**src/rtl/slow_clock.sv**
```systemverilog
// Divides clk down to two free-running 50%-duty clocks (clk_10, clk_400) using
// independent half-period counters. Define SLOW_CLOCK_TICK_EN to add rising-edge tick outputs.
`timescale 1ns/1ps
module slow_clock #(
  parameter int unsigned CLK_FREQ_HZ  = 100_000_000,
  parameter int unsigned FAST_FREQ_HZ = 10_000_000,
  parameter int unsigned SCL_FREQ_HZ  = 400_000
) (
  input  logic clk,
  input  logic rst_n,
  output logic clk_400,
  output logic clk_10
`ifdef SLOW_CLOCK_TICK_EN
  ,
  output logic tick_10,
  output logic tick_400
`endif
);

  localparam int unsigned HALF_10  = CLK_FREQ_HZ / (2 * FAST_FREQ_HZ);
  localparam int unsigned HALF_400 = CLK_FREQ_HZ / (2 * SCL_FREQ_HZ);
  localparam int unsigned W_10     = (HALF_10  > 1) ? $clog2(HALF_10)  : 1;
  localparam int unsigned W_400    = (HALF_400 > 1) ? $clog2(HALF_400) : 1;
  localparam logic [W_10-1:0]  LAST_10  = W_10'(HALF_10 - 1);
  localparam logic [W_400-1:0] LAST_400 = W_400'(HALF_400 - 1);

  // A fractional half period would silently skew the output frequency, so refuse it.
  if (HALF_10 == 0 || (CLK_FREQ_HZ % (2 * FAST_FREQ_HZ)) != 0) begin : g_bad_half_10
    $fatal(1, "slow_clock: CLK_FREQ_HZ/(2*FAST_FREQ_HZ) must be a non-zero integer");
  end
  if (HALF_400 == 0 || (CLK_FREQ_HZ % (2 * SCL_FREQ_HZ)) != 0) begin : g_bad_half_400
    $fatal(1, "slow_clock: CLK_FREQ_HZ/(2*SCL_FREQ_HZ) must be a non-zero integer");
  end

  logic [W_10-1:0]  cnt_10_d,  cnt_10_q;
  logic [W_400-1:0] cnt_400_d, cnt_400_q;
  logic             clk_10_d,  clk_10_q;
  logic             clk_400_d, clk_400_q;
  logic             tick_10_d, tick_10_q;
  logic             tick_400_d, tick_400_q;

  // NOTE: every signal gets a default at the top of always_comb, so no path can infer a latch.
  always_comb begin
    cnt_10_d   = cnt_10_q + W_10'(1);
    clk_10_d   = clk_10_q;
    tick_10_d  = 1'b0;
    if (cnt_10_q == LAST_10) begin
      cnt_10_d  = '0;
      clk_10_d  = ~clk_10_q;
      tick_10_d = ~clk_10_q;
    end
  end

  always_comb begin
    cnt_400_d  = cnt_400_q + W_400'(1);
    clk_400_d  = clk_400_q;
    tick_400_d = 1'b0;
    if (cnt_400_q == LAST_400) begin
      cnt_400_d  = '0;
      clk_400_d  = ~clk_400_q;
      tick_400_d = ~clk_400_q;
    end
  end

  // NOTE: state updates use non-blocking assignments; reset is asynchronous so outputs clear without clk.
  always_ff @(posedge clk or negedge rst_n) begin
    if (!rst_n) begin
      cnt_10_q   <= '0;
      cnt_400_q  <= '0;
      clk_10_q   <= 1'b0;
      clk_400_q  <= 1'b0;
      tick_10_q  <= 1'b0;
      tick_400_q <= 1'b0;
    end else begin
      cnt_10_q   <= cnt_10_d;
      cnt_400_q  <= cnt_400_d;
      clk_10_q   <= clk_10_d;
      clk_400_q  <= clk_400_d;
      tick_10_q  <= tick_10_d;
      tick_400_q <= tick_400_d;
    end
  end

  assign clk_10  = clk_10_q;
  assign clk_400 = clk_400_q;

`ifdef SLOW_CLOCK_TICK_EN
  assign tick_10  = tick_10_q;
  assign tick_400 = tick_400_q;
`else
  // Tick flops have no load in this build and are trimmed by synthesis.
  logic unused_ticks;
  assign unused_ticks = tick_10_q ^ tick_400_q;
`endif

endmodule

```
**config.mk**
```make
export PLATFORM = sky130hd
export DESIGN_NAME = slow_clock
export DESIGN_NICKNAME = d
export VERILOG_FILES = /design/src/rtl/slow_clock.sv
export SDC_FILE = /design/constraint.sdc
export NUM_CORES = 1
export LEC_CHECK = 0
export CAP_MARGIN = 20
export CORE_AREA = 2 2 43 45
export CTS_BUF_LIST = sky130_fd_sc_hd__clkbuf_16
export DETAILED_ROUTE_END_ITERATION = 8
export DIE_AREA = 0 0 45 47
export SYNTH_ARGS = -nofsm -noshare
export SYNTH_HDL_FRONTEND = slang
export SYNTH_SLANG_ARGS = --single-unit
export TNS_END_PERCENT = 10
```
**constraint.sdc**
```tcl
create_clock -name clk -period 1.7 [get_ports clk]
set_clock_uncertainty 0.15 [all_clocks]
set_input_delay 0.34 -clock clk [delete_from_list [all_inputs] [get_ports clk]]
set_output_delay 0.34 -clock clk [all_outputs]
set_load 0.02 [all_outputs]
```
==> impl_metrics.ini <==
; physical design summary
[synth]
ys_chip_area_um2 = 536
yosys-mux-area-fraction = 0.0210
synthTopCellsByArea = dfrtp_1 (56%), ha_1 (9.3%), nor2_1 (3.5%)
syn-mean-instance-area_um2 = 11.9
yosysTopAreaCellShare = 0.561
aoi_share = 0.0607
ys_sh_adder = 0.0935
synthArstFlopShare = 1.00
yosysWarningCount = 0
syn_inst = 45
yosysSeqAreaShare = 0.561
synth_area_um2 = 536
xor_share = 0.0958
numSynthFlops = 12
synth_cell_types = 19
logic_family = simple AND/OR/NAND/NOR gates
post-synth-top-count-cell = dfrtp_1
fp_nets = 51
synthTopCellsByCount = dfrtp_1 (12), nor2_1 (5), ha_1 (4), inv_1 (4)
ff_type = dfrtp_1
ys_sh_simple = 0.119
ys_cells = 45
largest_area_cell = dfrtp_1
edf_count = 0

[setup_path]
cp.arrival_ps = 960
start_kind = flip-flop
endpoint = clk_400
path_cells = dlygate4sd2_1
reg2reg_to = clk_400$_DFFE_PN0N_
cp_num_cells = 1
cp_max_fo = 2
cpPeakStageDelay_ps = 390
r2r_setup_slack_ps = 340
r2r_cells = 4
crit_required_ps = 1210
crit_buf_inv = 1
r2r_start = cnt_400_q[0]$_DFF_PN0_
slowest_stage = dfrtp_1
critical_path_class = reg2out
cp_top_family = flip-flops
crit_start = clk_400$_DFFE_PN0N_
endpoint_kind = output port

[die]
core_mm2 = 0.00165
fp_util = 0.324
num_rows = 15
die_y_um = 47
dieArea_mm2 = 0.00212
die_w_um = 45
io_pins = 4

[sta]
hold_viol = 0
period_used_share = 0.852
period_minus_slack_ps = 1450
worst_slew_pin_slew_ps = 315
relSlewSlack = 0.790
slew_viol_final = 0
rsz0062_at_grt = false
setup_viol = 0
tns_ps = 0
timing.fmax_mhz = 690

[worst_hold_path]
hold_class = in2async

[clock_tree]
post-cts-setup-buffers = 0
root_buffer = clkbuf_16
clk_latency_ps = 240
cts_buffer_depth = 2
numCtsBuffers = 3
cts_hold_buf = 0
cts_tree = yes
clkTransAtPathRegs_ps = 40
cts_sinks = 12
cts_htree_levels = 1

[routing]
ant_nets = 0
drc = 0
drtIter0Drc = 1
dr.pass1.iters = 2
vias_per_cell = 4.86

[final_layout]
diodes = 0
drive_gt1_frac = 0.135
fin_nets = 59
logic_area_um2 = 209
flop_area_um2 = 300
fillerInstances = 169

[placement]
place.gp.congestion = 0.638
dpl-instance-area_um2 = 583
io_buffers = 3
hpwl_um = 536

[global_routing]
grt_first_pass_wirelength_um = 1390
first_global_vias = 345
overflow = 0
grt_usage = 0.101
antenna_found_initial = 0
grt_max_degree = 13

[power_and_ir_drop]
vdd_drop_max_v = 0.000864
p_per_area_mw_per_mm2 = 1090
leakage_nw = 0.317

[flow_run]
maxCapViolations = 0
tool_warnings = 28

[status]
status = complete, no violations
[routing by layer]
| metal | wire length, um | track usage |
|---|---|---|
| met1 | 318 | 0.0885 |
| met4 | 18 | 0.0882 |
| met3 | 38 | 0.0462 |
| met5 | 0 | 0 |
| met2 | 400 | 0.174 |
[power by group]
part           switching, W  internal, W
Sequential                0     0.000287
Combinational    0.00000559   0.00000353
Clock              0.000115     0.000309
Total              0.000121     0.000599
[registers in the layout, indices dropped and copies added, names as in the netlist]
register / flops
cnt_10_q: 3
cnt_400_q: 7
clk_10: 1
clk_400: 1
[logic make-up after synthesis]
group | after synthesis
AND/OR/NAND/NOR | 13
flip-flops | 12
AND-OR/OR-AND | 5
XOR/XNOR | 5
buffers and inverters | 5
adder cells (fa/ha/maj) | 4
multiplexers | 1
[what timing repair did]
action | in CTS | in global routing
resized | 1 | 1
gates cloned | 0 | 0
endpoints found under the setup margin | 1 | 1
[cell usage in the layout (no fill, tap or decap), drive strengths merged, types with 2 or more instances in the layout]
master and instances:
clkbuf 3, ha 4, xor2 3, inv 4
dfrtp 12, nand2 2, nand3 2, xnor2 2
nor2 5, a21oi 2, o21ai 2
[per-stage QoR]
step / hold slack, ps / setup slack, ps / cells / total power (W) / util
2_1_floorplan: -106 / 411 / 45 / 0.000291 / -
3_3_place_gp: 298 / 234 / 65 / 0.000300 / 0.353
3_5_place_dp: 303 / 229 / 65 / 0.000301 / 0.353
4_1_cts: 255 / 11.7 / 69 / 0.000732 / 0.400
5_1_grt: 270 / 227 / 69 / 0.000751 / 0.402
6_report: 251 / 251 / 69 / 0.000720 / 0.402
[cell type report]
cell class              instances  share of cell area
clock inverters                 1             0.00566
clock buffers                   3               0.113
flip-flops and latches         12               0.453
inverters                       4              0.0226
repair buffers                  4              0.0585
well taps                      17              0.0321
multi-input cells              28               0.315
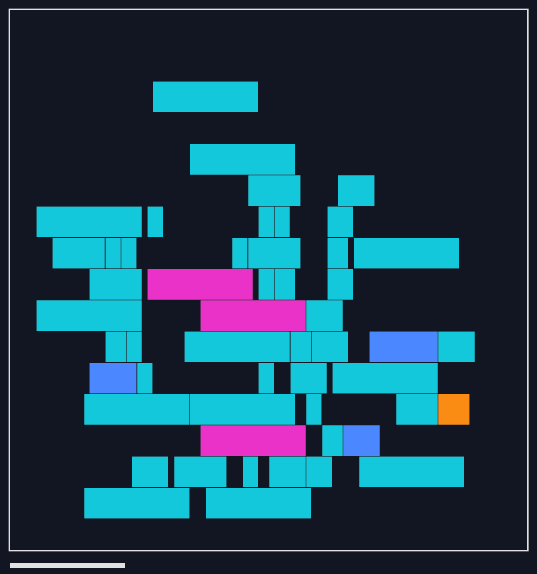
**Above:** cell sizes after repair.
Scale bar: 10 um.
Orange marks x3 and x4, cells 1, most used buf_4. Blue marks x2, cells 3. Magenta marks x6 and larger, cells 3, most used clkbuf_16. Cyan marks x1 and smaller, cells 45, most used dfrtp_1.
final instance area: 663 um2
Layout area overhead: 23.8%
nonclk buf count: 4
final worst slack: 251 ps

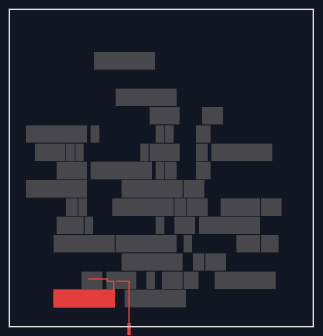
**Above:** port wiring.
Red marks clk_10, direction output, edge bottom, end cells 1, wire 13.9 um.

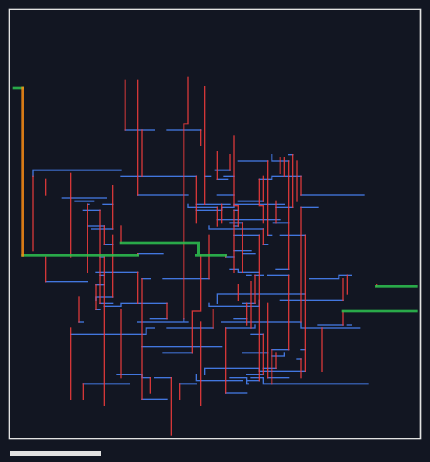
**Above:** metal layers overlaid.
Scale bar: 10 um.
Orange marks M4, wire length 18.4 um. Blue marks M1, wire length 319 um. Red marks M2, wire length 401 um. Green marks M3, wire length 38.9 um.
Vias: 335
Total Routed Length: 776 um
Avg WL per Cell: 11.2 um

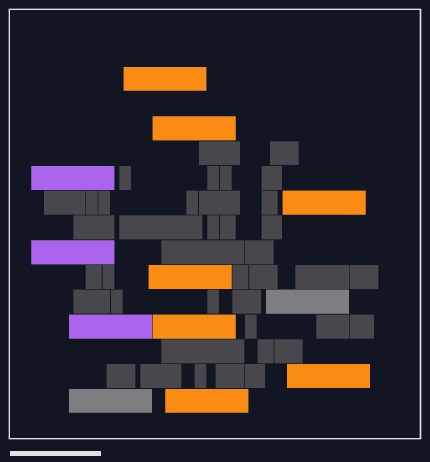
**Above:** sequential cells colored by netlist name.
Scale bar: 10 um. Other sequential cells in the stronger gray, the rest of the logic in the fainter gray.
Purple marks cnt_10_q, placed flops 3. Orange marks cnt_400_q, placed flops 7.
Another 2 sequential cells are not colored.
Seq. pwr: 0.000287 W
Seq area share: 0.453

Power and IR drop assume default switching activity.
